==> config.mk <==
export PLATFORM = sky130hd
export DESIGN_NAME = serdes_link
export DESIGN_NICKNAME = d
export VERILOG_FILES = /design/src/rtl/serdes_link.sv
export SDC_FILE = /design/constraint.sdc
export NUM_CORES = 1
export LEC_CHECK = 0
export CAP_MARGIN = 20
export CORE_MARGIN = 2
export CORE_UTILIZATION = 58
export DETAILED_ROUTE_END_ITERATION = 12
export PLACE_DENSITY = 0.94
export SETUP_SLACK_MARGIN = 0.15
export SLEW_MARGIN = 20
export SYNTH_ARGS = -nofsm -noshare
export SYNTH_HDL_FRONTEND = slang
export SYNTH_SLANG_ARGS = --single-unit
==> constraint.sdc <==
create_clock -name Clk -period 3.7 [get_ports Clk]
set_clock_uncertainty 0.2 [all_clocks]
set_input_delay 1.11 -clock Clk [delete_from_list [all_inputs] [get_ports Clk]]
set_output_delay 1.11 -clock Clk [all_outputs]
set_load 0.01 [all_outputs]
==> src/rtl/serdes_link.sv <==
// Full-duplex serial link endpoint: a valid/ready word serialiser (TX) and a sync-framed deserialiser (RX).
// Optional build macro SERDES_PARITY_EN appends an even-parity bit to every frame and checks it on receive.
module serdes_link #(
  parameter int WIDTH     = 32,
  parameter bit MSB_FIRST = 1'b0,
  parameter int CNTW      = $clog2(WIDTH + 1)
) (
  input  logic             Clk,
  input  logic             Arst_n,
  input  logic [WIDTH-1:0] Tx_data,
  input  logic             Tx_valid,
  output logic             Tx_ready,
  output logic             Tx_sdo,
  output logic             Tx_sync,
  output logic             Tx_busy,
  input  logic             Rx_sdi,
  input  logic             Rx_sync,
  output logic [WIDTH-1:0] Rx_data,
  output logic             Rx_valid,
  output logic             Rx_abort,
  output logic             Rx_perr
);

`ifdef SERDES_PARITY_EN
  localparam int PAR_BITS = 1;
`else
  localparam int PAR_BITS = 0;
`endif
  localparam int              FRAME_LEN = WIDTH + PAR_BITS;
  localparam logic [CNTW-1:0] LAST_IDX  = CNTW'(FRAME_LEN - 1);

  typedef enum logic {
    IDLE  = 1'b0,
    SHIFT = 1'b1
  } state_t;

  // Maps between word order and line order; a bit reversal is its own inverse,
  // so the same function serves both directions.
  function automatic logic [WIDTH-1:0] to_line_order(input logic [WIDTH-1:0] w);
    logic [WIDTH-1:0] r;
    // NOTE: give the result a full default before the loop so no path leaves bits unassigned.
    r = '0;
    for (int j = 0; j < WIDTH; j++) begin
      r[j] = MSB_FIRST ? w[WIDTH-1-j] : w[j];
    end
    return r;
  endfunction

  // ---------------------------------------------------------------- TX path
  state_t                 tx_state;
  logic [CNTW-1:0]        tx_cnt;      // index of the bit currently on Tx_sdo
  logic [FRAME_LEN-2:0]   tx_shreg;    // bits still to send, next one in bit 0
  logic [FRAME_LEN-1:0]   tx_frame;
  logic                   tx_accept;

`ifdef SERDES_PARITY_EN
  assign tx_frame = {^Tx_data, to_line_order(Tx_data)};
`else
  assign tx_frame = to_line_order(Tx_data);
`endif

  // Ready also during the last bit so a waiting word follows with no idle cycle.
  assign Tx_ready  = (tx_state == IDLE) || (tx_cnt == LAST_IDX);
  assign tx_accept = Tx_valid && Tx_ready;

  // NOTE: every register here uses <= so all flops update from pre-edge values.
  always_ff @(posedge Clk or negedge Arst_n) begin
    if (!Arst_n) begin
      tx_state <= IDLE;
      tx_cnt   <= '0;
      tx_shreg <= '0;
      Tx_sdo   <= 1'b0;
      Tx_sync  <= 1'b0;
      Tx_busy  <= 1'b0;
    end else if (tx_accept) begin
      tx_state <= SHIFT;
      tx_cnt   <= '0;
      tx_shreg <= tx_frame[FRAME_LEN-1:1];
      Tx_sdo   <= tx_frame[0];
      Tx_sync  <= 1'b1;
      Tx_busy  <= 1'b1;
    end else if (tx_state == SHIFT) begin
      if (tx_cnt == LAST_IDX) begin
        tx_state <= IDLE;
        tx_cnt   <= '0;
        Tx_sdo   <= 1'b0;
        Tx_sync  <= 1'b0;
        Tx_busy  <= 1'b0;
      end else begin
        tx_cnt   <= tx_cnt + 1'b1;
        tx_shreg <= tx_shreg >> 1;
        Tx_sdo   <= tx_shreg[0];
        Tx_sync  <= 1'b0;
      end
    end
  end

  // ---------------------------------------------------------------- RX path
  state_t                 rx_state;
  logic [CNTW-1:0]        rx_cnt;      // index of the bit sampled at the coming edge
  logic [FRAME_LEN-2:0]   rx_shreg;    // bits received so far, oldest in bit 0 once full
  logic [FRAME_LEN-1:0]   rx_next;
  logic                   rx_done;

  // Bit i of rx_next is the i-th bit on the line once the last bit arrives.
  assign rx_next = {Rx_sdi, rx_shreg};
  assign rx_done = !Rx_sync && (rx_state == SHIFT) && (rx_cnt == LAST_IDX);

  // NOTE: the shift register is reset along with the FSM; it is tiny and this keeps X out of Rx_data.
  always_ff @(posedge Clk or negedge Arst_n) begin
    if (!Arst_n) begin
      rx_state <= IDLE;
      rx_cnt   <= '0;
      rx_shreg <= '0;
      Rx_data  <= '0;
      Rx_valid <= 1'b0;
      Rx_abort <= 1'b0;
    end else begin
      Rx_valid <= 1'b0;
      Rx_abort <= 1'b0;
      if (Rx_sync) begin
        // A sync inside a frame (including on its last bit) drops the partial word.
        Rx_abort <= (rx_state == SHIFT);
        rx_state <= SHIFT;
        rx_cnt   <= CNTW'(1);
        rx_shreg <= rx_next[FRAME_LEN-1:1];
      end else if (rx_state == SHIFT) begin
        rx_shreg <= rx_next[FRAME_LEN-1:1];
        if (rx_done) begin
          Rx_data  <= to_line_order(rx_next[WIDTH-1:0]);
          Rx_valid <= 1'b1;
          rx_state <= IDLE;
          rx_cnt   <= '0;
        end else begin
          rx_cnt <= rx_cnt + 1'b1;
        end
      end
    end
  end

`ifdef SERDES_PARITY_EN
  // Even parity over data plus parity bit must come out zero.
  always_ff @(posedge Clk or negedge Arst_n) begin
    if (!Arst_n) begin
      Rx_perr <= 1'b0;
    end else begin
      Rx_perr <= rx_done && (^rx_next);
    end
  end
`else
  assign Rx_perr = 1'b0;
`endif

endmodule
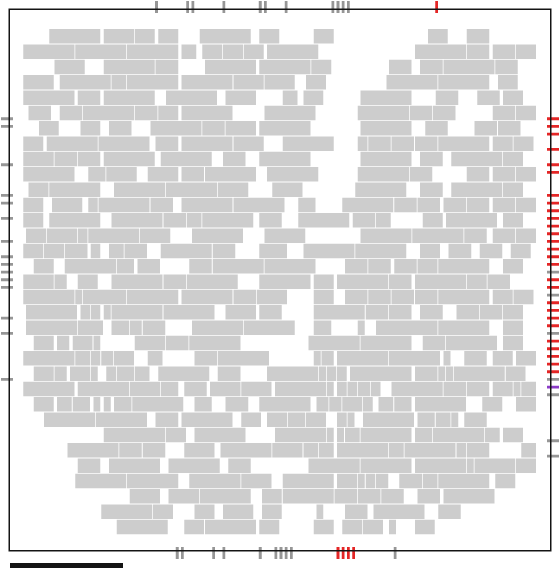
run_1/pinout.png
Bar = 20 µm. Pins as bars across the die edge, other pins in grey.
colour	port	pins	direction	edge
red	`Tx_data`	32	input	27 east, 4 south, 1 north
purple	`Tx_sdo`	1	output	east
all pins by edge	35 east, 15 west, 14 south, 12 north

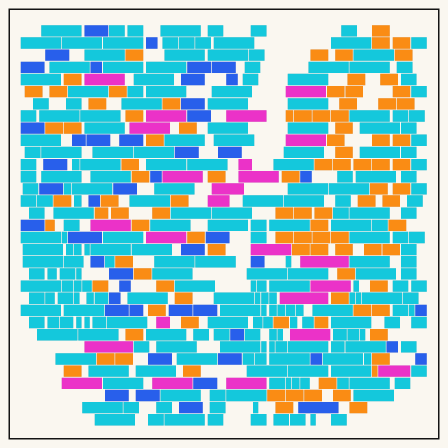
run_1/sizing.png
colour	size	cells	share
blue	x3 and x4	48	11%
cyan	x1 and smaller	250	59%
magenta	x6 and larger	24	5.7%
orange	x2	101	24%

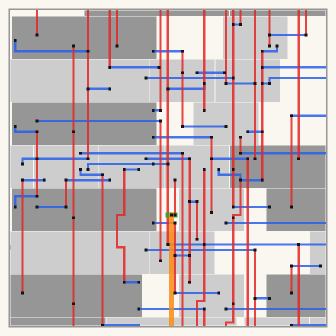
run_1/closeup.png
Window x 62 to 82, y 62 to 82 µm. Cells in grey, sequential cells in the stronger grey; small squares are vias.
colour	layer
orange	M4
blue	M1
red	M2
green	M3
netlist names of flops here include	`tx_shreg` (5)
cells with their middle in the window	18
sequential cells in the window	5
most frequent	mux2_2 (10), dfrtp_1 (5), clkbuf_16 (2)

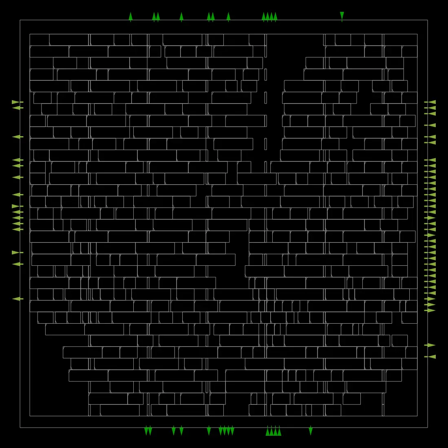
run_1/placed.png
Finished Layout Cells: 528
n_taps: 105
Row Count: 33
Core ar.: 8180 µm²
flop count: 113

==> impl_metrics.yaml, run 1 <==
# implementation run metrics
run_status:
  status: "complete, no violations"
logic_synthesis:
  synth-xor-area-share_pct: 0.358
  top_area_share_pct: 57.9
  synth.avg_cell_area_um2: 15.0
  ys_seq_share_pct: 57.9
  synth.distinct_cells: 37
  mux_area_share_pct: 31.4
  fa_ha_area_share_pct: 0.512
  enable_flop_cells: 0
  yosysChipArea_um2: 4890
  ys_sh_aoi_pct: 2.53
  ys.flops: 113
  async_flop_share_pct: 100
  logic_family: "multiplexers"
  postSynthCellCount: 325
  fp_nets: 364
  topCellsByArea: "dfrtp_1, mux2_2, mux2_4, buf_8, nand2_1"
  synthSimpleGateAreaFrac_pct: 4.56
  largest_area_cell: "dfrtp_1"
detailed_routing:
  dr_total_vias: 2927
  viasPerCell: 5.54
  avgRoutedWirePerCell_um: 18.1
  final_antenna_net_count: 0
  drc_errors: 0
  detail_route.first_pass.iterations: 4
  wl_um: 9540
  drtIter0Drc: 147
critical_path:
  worst-path-buf-inv: 2
  path_cells: "ha_4, nand3_2, o21a_2, inv_2, clkdlybuf4s50_1"
  crit_arrival_ns: 2.15
  critPathRequiredTime_ns: 2.39
  endpoint_kind: "output pin"
  worst-path-stages: 5
  ff2ff_path_depth: 6
  cpMaxStageDelayCell: "clkdlybuf4s50_1"
  slowest_delay_ns: 0.53
  cp-start-kind: "flop"
  cp_max_fo: 5
  r2r_slack_ns: 1.49
  cpLargestDelayFamily: "buffers and inverters"
floorplanning:
  dieArea_um2: 9180
  initial_utilization_pct: 59.8
  die_x_um: 95.8
  pin_count: 76
  die_height_um: 95.8
grt:
  grt_pass1_wl_um: 15400
  overflow: 0
  antenna_found_initial: 0
  grt_max_degree: 52
  grt_usage_pct: 22.6
place:
  numPortBuffers: 74
  hpwl_um: 6020
  gp_congestion: 0.823
  place_ws_ns: 0.467
  placed_area_um2: 5720
  dp.cells: 495
job:
  max_cap_violations: 0
layout:
  combGateArea_um2: 1950
  num_antenna_cells: 0
  nets: 449
  drive_above_1_share_pct: 40.9
  lay_top_cells: "dfrtp_1, mux2_2, clkdlybuf4s50_1"
  fin_area_um2: 6350
  lay_top_count: "dfrtp_1"
  syn2layout_area_growth_pct: 29.9
clocking:
  htreeDepth: 4
  cts_tree: "yes"
  postCtsHoldBufs: 0
  post_cts_buffers: 0
  cts-root-buf: "clkbuf_8"
  numCtsBuffers: 17
  clock-sinks: 113
  cts_resized: 2
final_timing:
  slew_viol_final: 0
  fin_crit_sh_pct: 93.6
  slew_headroom_pct: 56.2
  clock.fmax_mhz: 289
  finalSetupTns_ns: 0
  finalWorstSetupSlack_ns: 0.237
  rsz0062_at_grt: "false"
  setup_violations: 0
pwr:
  leakagePower_nw: 2.82
  finalPower_mw: 3.47
  power_density_nw_per_um2: 547
  ir_drop_uv: 361
min_path:
  hold_path_class: "reg2reg"
  hold-path-cell-count: 1
## run 1: final timing paths
kind,to,from
min in group asynchronous,tx_shreg[26],Arst_n
min reg2reg,tx_shreg[12],tx_shreg[13]
max in group asynchronous,Rx_data[12],Arst_n
max reg2reg,tx_shreg[10],tx_cnt[0]
min,tx_shreg[12],tx_shreg[13]
max,Tx_ready,tx_cnt[0]
## run 1: cells in the mapped netlist (2+ instances only)
library cell    n
mux2i_1         4
mux2_2         94
clkbuf_1        4
a21oi_1         4
dfrtp_1       113
mux2_4         29
nand2_1        11
nand3_1         5
o211ai_1        4
xor2_1          2
nor2_1          8
ha_1            2
o21ai_0         8
buf_4           5
buf_2           4
nand2b_1        4
inv_1           2
buf_8           3
## run 1: report_power, final
group,internal [mW],total [mW],switching (mW)
Sequential,1.37,1.47,0.101
Combinational,0.227,0.381,0.154
Clock,1.03,1.62,0.590
Total,2.62,3.47,0.845
## run 1: routing by layer
| metal | vias to the layer above | share of wire [%] | GRT usage [%] |
|---|---|---|---|
| met5 | - | 0 | 0 |
| met4 | 0 | 1.7 | 9.17 |
| met3 | 18 | 5.7 | 6.58 |
| met2 | 95 | 50 | 36.7 |
| met1 | 1477 | 42 | 28.7 |
| li1 | 1337 | - | - |
## run 1: registers in the layout, indices dropped and copies added (netlist names)
signal,count
Tx_busy,1
rx_state,1
rx_cnt,6
tx_state,1
Rx_valid,1
Rx_abort,1
tx_cnt,6
rx_shreg,31
Tx_sdo,1
Tx_sync,1
tx_shreg,31
Rx_data,32
## run 1: area by class of cell
type / count / share of cell area [%]
Clock buffer: 17 / 6.52
Inverter: 3 / 0.177
Timing Repair Buffer: 83 / 13.1
Sequential cell: 113 / 44.5
Clock inverter: 15 / 2.94
Tap cell: 105 / 2.07
Multi-Input combinational cell: 192 / 30.7
run_1/util_map.png
10 x 10 tiles, from white (low) to dark blue (high), 0 to 100% covered.
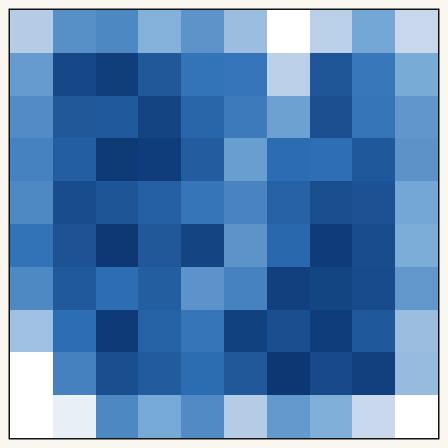

==> run 2, diff against run 1 <==
--- a/config.mk
+++ b/config.mk
@@ -5,11 +5,12 @@
 export SDC_FILE = /design/constraint.sdc
 export NUM_CORES = 1
 export LEC_CHECK = 0
+export ABC_AREA = 1
 export CAP_MARGIN = 20
 export CORE_MARGIN = 2
-export CORE_UTILIZATION = 58
+export CORE_UTILIZATION = 57
 export DETAILED_ROUTE_END_ITERATION = 12
-export PLACE_DENSITY = 0.94
+export PLACE_DENSITY = 0.93
 export SETUP_SLACK_MARGIN = 0.15
 export SLEW_MARGIN = 20
 export SYNTH_ARGS = -nofsm -noshare
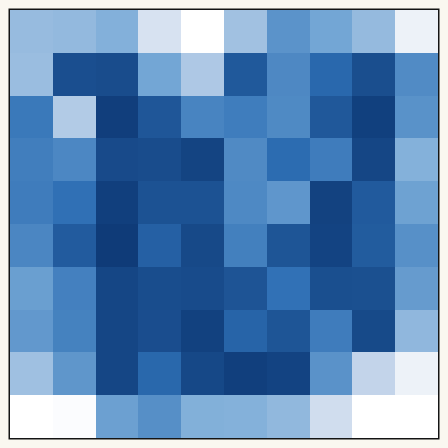
run_2/util_map.png
10 x 10 tiles, from white (low) to dark blue (high), 0 to 100% covered.
fullest tile	96%
nearly empty tiles	5.0%
tiles over 75% full	43%
mean over tiles	65%
emptiest ninth of the die	south-east

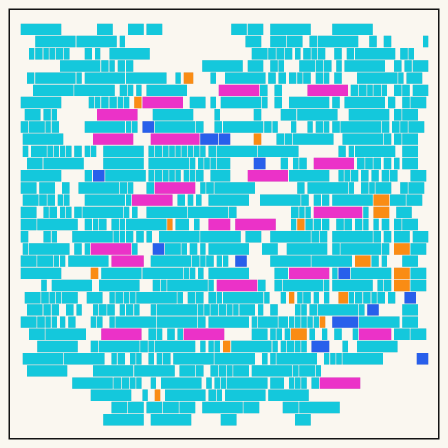
run_2/sizing.png
colour	size	cells	share
magenta	x6 and larger	21	3.5%
cyan	x1 and smaller	551	91%
orange	x2	18	3.0%
blue	x3 and x4	13	2.2%

==> impl_metrics.yaml, run 2 <==
# implementation run metrics
logic_synthesis:
  synth.avg_cell_area_um2: 9.15
  largest_area_cell: "dfrtp_1"
  ys.flops: 113
  synth.most_common_cell: "nand2_1"
  yosysChipArea_um2: 4770
  async_flop_share_pct: 100
layout:
  nets: 629
  top_register: "Rx_data"
  num_antenna_cells: 0
  final_cells: 708
  largest_reg_flops: 32
pwr:
  p_sw_share_pct: 26.6
  leakagePower_nw: 2.83
  seqPwrFrac_pct: 44.1
  finalPower_mw: 3.50
  power_density_nw_per_um2: 578
  switchingPower_mw: 0.932
  p_int_mw: 2.57
critical_path:
  path_cells: "ha_1, nand3_2, o21ai_4, clkdlybuf4s50_1"
  cpLargestDelayFamily: "buffers and inverters"
  crit_arrival_ns: 1.90
  slowest_delay_ns: 0.55
  r2r-start: "rx_cnt[0]"
  worst-path-buf-inv: 1
  ff2ff_path_depth: 7
  critPathRequiredTime_ns: 2.39
  endpoint_kind: "output pin"
detailed_routing:
  drc_errors: 0
  detail_route.first_pass.iterations: 5
  drtIter0Drc: 203
  viasPerCell: 5.35
final_timing:
  clock.fmax_mhz: 312
  fin_crit_sh_pct: 86.6
floorplanning:
  die_x_um: 95.4
  core_um2: 8180
  rows: 33
  pin_count: 76
clocking:
  cts_resized: 0
  clock-sinks: 113
grt:
  antenna_found_initial: 0
  grt_max_degree: 67
  grt_pass1_wl_um: 16700
min_path:
  hold-path-cell-count: 2
  hp-start: "Tx_sync"
place:
  hpwl_um: 6300
  numPortBuffers: 74
run_status:
  status: "complete, no violations"
==> run 2: per-layer routing <==
| layer | global-route usage, % | share of wire, % | vias to the layer above |
|---|---|---|---|
| met1 | 30.0 | 43 | 1842 |
| met3 | 7.43 | 5.7 | 7 |
| met2 | 40.8 | 51 | 118 |
| met5 | 0 | 0 | - |
| li1 | - | - | 1821 |
| met4 | 8.81 | 0.88 | 0 |
==> run 2: power by group through the flow <==
stage	sequential [mW]	clock [mW]	combinational [mW]
after floorplan	1.54	0	0.323
after global placement	1.55	0	0.440
after detailed placement	1.56	0	0.462
after CTS	1.54	1.51	0.472
after global routing	1.57	1.58	0.529
final	1.54	1.49	0.464
==> run 2: kinds of logic (layout without fill, tap and decap cells) <==
| group | after synthesis | in the layout | share of synthesized area, % |
|---|---|---|---|
| adders and majority gates | 2 | 2 | 0.525 |
| xor gates and xnor gates | 3 | 3 | 0.551 |
| buffers and inverters | 78 | 160 | 8.32 |
| AOI/OAI and AO/OA | 73 | 73 | 7.82 |
| DFF | 113 | 113 | 59.3 |
| and+or+nand+nor | 251 | 251 | 23.4 |
| other | 1 | 1 | 0.0787 |
==> run 2: cell type report <==
cell class / instances / area [µm²]
Tap cell: 105 / 131
Timing Repair Buffer: 81 / 816
Clock inverter: 11 / 115
Multi-Input combinational cell: 330 / 1560
Clock buffer: 21 / 429
Sequential cell: 113 / 2830
Fill cell: 591 / 2120
Inverter: 47 / 176
==> run 2: path summary, 6_finish.rpt <==
path / to
worst max-delay path: Tx_ready
worst min-delay path: Tx_sync
worst max register to register: Rx_data[30]
worst min register to register: Tx_sync
max in group asynchronous: rx_shreg[20]
min in group asynchronous: tx_state
No activity file was given, so power comes from the tool's default toggle rates.
